PDN straps and rails:
Bar = 100 um. Pins as bars on the die edge.
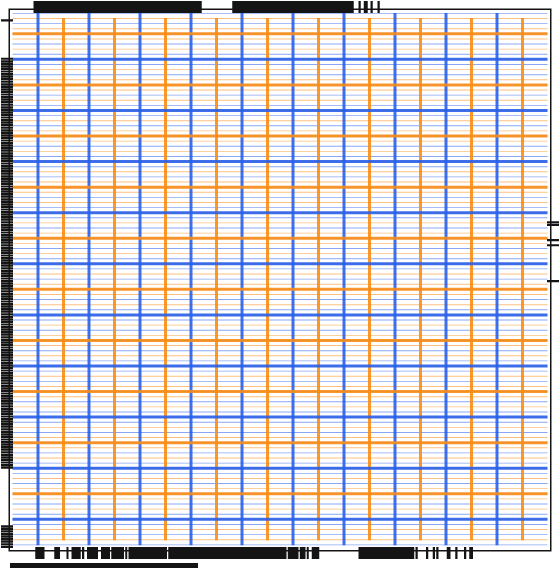
Cell classes on the final placement:
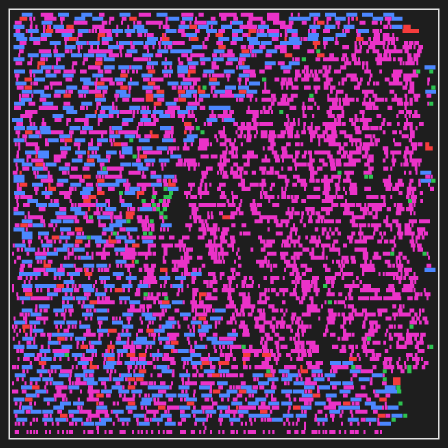
Routed clock nets over the placement:
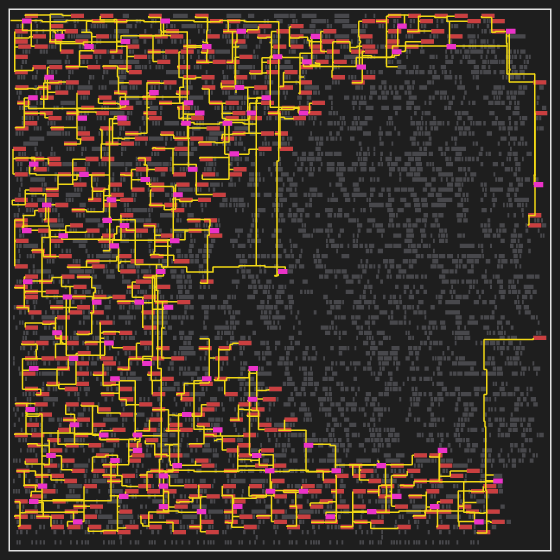
==> config.mk <==
export PLATFORM = sky130hd
export DESIGN_NAME = envelope_follower
export DESIGN_NICKNAME = d
export VERILOG_FILES = /design/src/rtl/vocoder_pkg.sv /design/src/rtl/env_update.sv /design/src/rtl/envelope_follower.sv
export SDC_FILE = /design/constraint.sdc
export NUM_CORES = 2
export LEC_CHECK = 0
export ABC_AREA = 0
export CELL_PAD_IN_SITES_DETAIL_PLACEMENT = 0
export CELL_PAD_IN_SITES_GLOBAL_PLACEMENT = 2
export CORE_UTILIZATION = 42
export CTS_BUF_LIST = sky130_fd_sc_hd__clkbuf_8
export DETAILED_ROUTE_END_ITERATION = 8
export DONT_BUFFER_PORTS = 1
export HOLD_SLACK_MARGIN = 0.08
export PLACE_DENSITY_LB_ADDON = 0.1
export SYNTH_ARGS = -nofsm -noshare
export SYNTH_HDL_FRONTEND = slang
export SYNTH_SLANG_ARGS = --single-unit
==> constraint.sdc <==
create_clock -name clk_in -period 42.7 [get_ports clk_in]
set_input_delay 8.54 -clock clk_in [delete_from_list [all_inputs] [get_ports clk_in]]
set_output_delay 8.54 -clock clk_in [all_outputs]
set_load 0.05 [all_outputs]
==> run notes <==
Results of the run.

The run finished with clean final reports. OpenSTA, run right after detailed placement, puts the worst setup slack at approximately 25 ns. OpenROAD emitted warnings numbering 38. Counting the clock-network buffers in the layout gives between 100 and 150.

In the synthesized netlist, the number of instances is 4415. The actual transition at the worst max-transition pin is between 1 and 1.5 ns. TritonCTS built the clock tree. The initial antenna violation count is 14. The synthesized netlist was found by Yosys to have around 4400 cells. The internal power of the cells is between 1000 and 1500 uW. Per the area breakdown, the dominant cell category is logic gates. Non-clock inverters in the final layout number between 100 and 150.

The area fraction in and, or, nand and nor cells after synthesis is 21.4%. The worst setup path is of the flop to flop kind. Summing the areas of all xor and xnor instances in the mapped netlist gives 3.68% of the synthesized area.

The final routed wire length divided by cell count is 27.7 um. Per the OpenROAD floorplan log, the area of the die is a little over 80000 sq um. The clock-cell share of area is under 10%. Looking at the critical path, the single cell with the biggest stage delay is sky130_fd_sc_hd__o311ai_1. The main logic family after synthesis is simple AND/OR/NAND/NOR gates. Setup repair after global routing left no endpoint under its margin.

The root cell of the clock tree is sky130_fd_sc_hd__clkbuf_8. The Yosys step of the flow raised 0 warnings. For this run, the chip area from Yosys synthesis comes to 34200 sq um. Summing all multiplexer cells gives an area fraction of between 10% and 20%.

Using the TritonRoute via totals, the vias-per-cell ratio works out to approximately 6. The remaining max-slew budget at the tightest pin is roughly 6%. The number of clock sinks is 528.

Per the placement report, the placed cell count is 5217. The clock period could shrink to 17.66 ns. The count of buffering cells on the critical path with inverters included is 4.

The final worst setup slack is approximately 25 ns. On the critical path the data arrives at roughly 18 ns. Post-synth the commonest register cell is sky130_fd_sc_hd__dfxtp_1. The sequential share of cell area is 28.9%. The detailed router reports a met2 wire length of approximately 70 mm. The final layout contains ~4600 nets. The total congestion overflow is 0.

Per Yosys stat, the portion of area used by sequential elements is between 30% and 40%. According to the report, the first pass of detailed routing completed in 5 iterations.
About 'PDN straps and rails':
- blue: VSS
- orange: VDD
- met4 straps: 20
- rows: 104
- signal pins: 528
- met5 straps: 20
- met1 rails: 105
chip height: 287 um
area of the core: 80500 sq um
die width: 287 um
Worst IR Drop VDD: 0.0414 mV

About 'cell classes on the final placement':
- red: clock drivers and dummy loads (cells 159; share of their area 5.2%)
- blue: flip-flops (cells 528; share of their area 30%)
- green: other buffers and delay cells (cells 63; share of their area 1.3%)
- magenta: all other logic (cells 3566; share of their area 63%)
utilization after layout: 45.4%
post-route design area: 36600 sq um
row count: 104

About 'routed clock nets over the placement':
- yellow: clock wires (length 8110 um)
- magenta: cells driving clock nets (count 94)
- red: flip-flops (count 528)
- flops lie: widely spread
- routed clock nets: 95
clock distribution power: 476 uW
Worst-Skew Late Latency: 0.77 ns
Fin Clk Skew: 0.101 ns
part of the total power dissipated in the clock network: 20.0%

Power figures rest on the tool's default switching activity, not on a simulated workload.
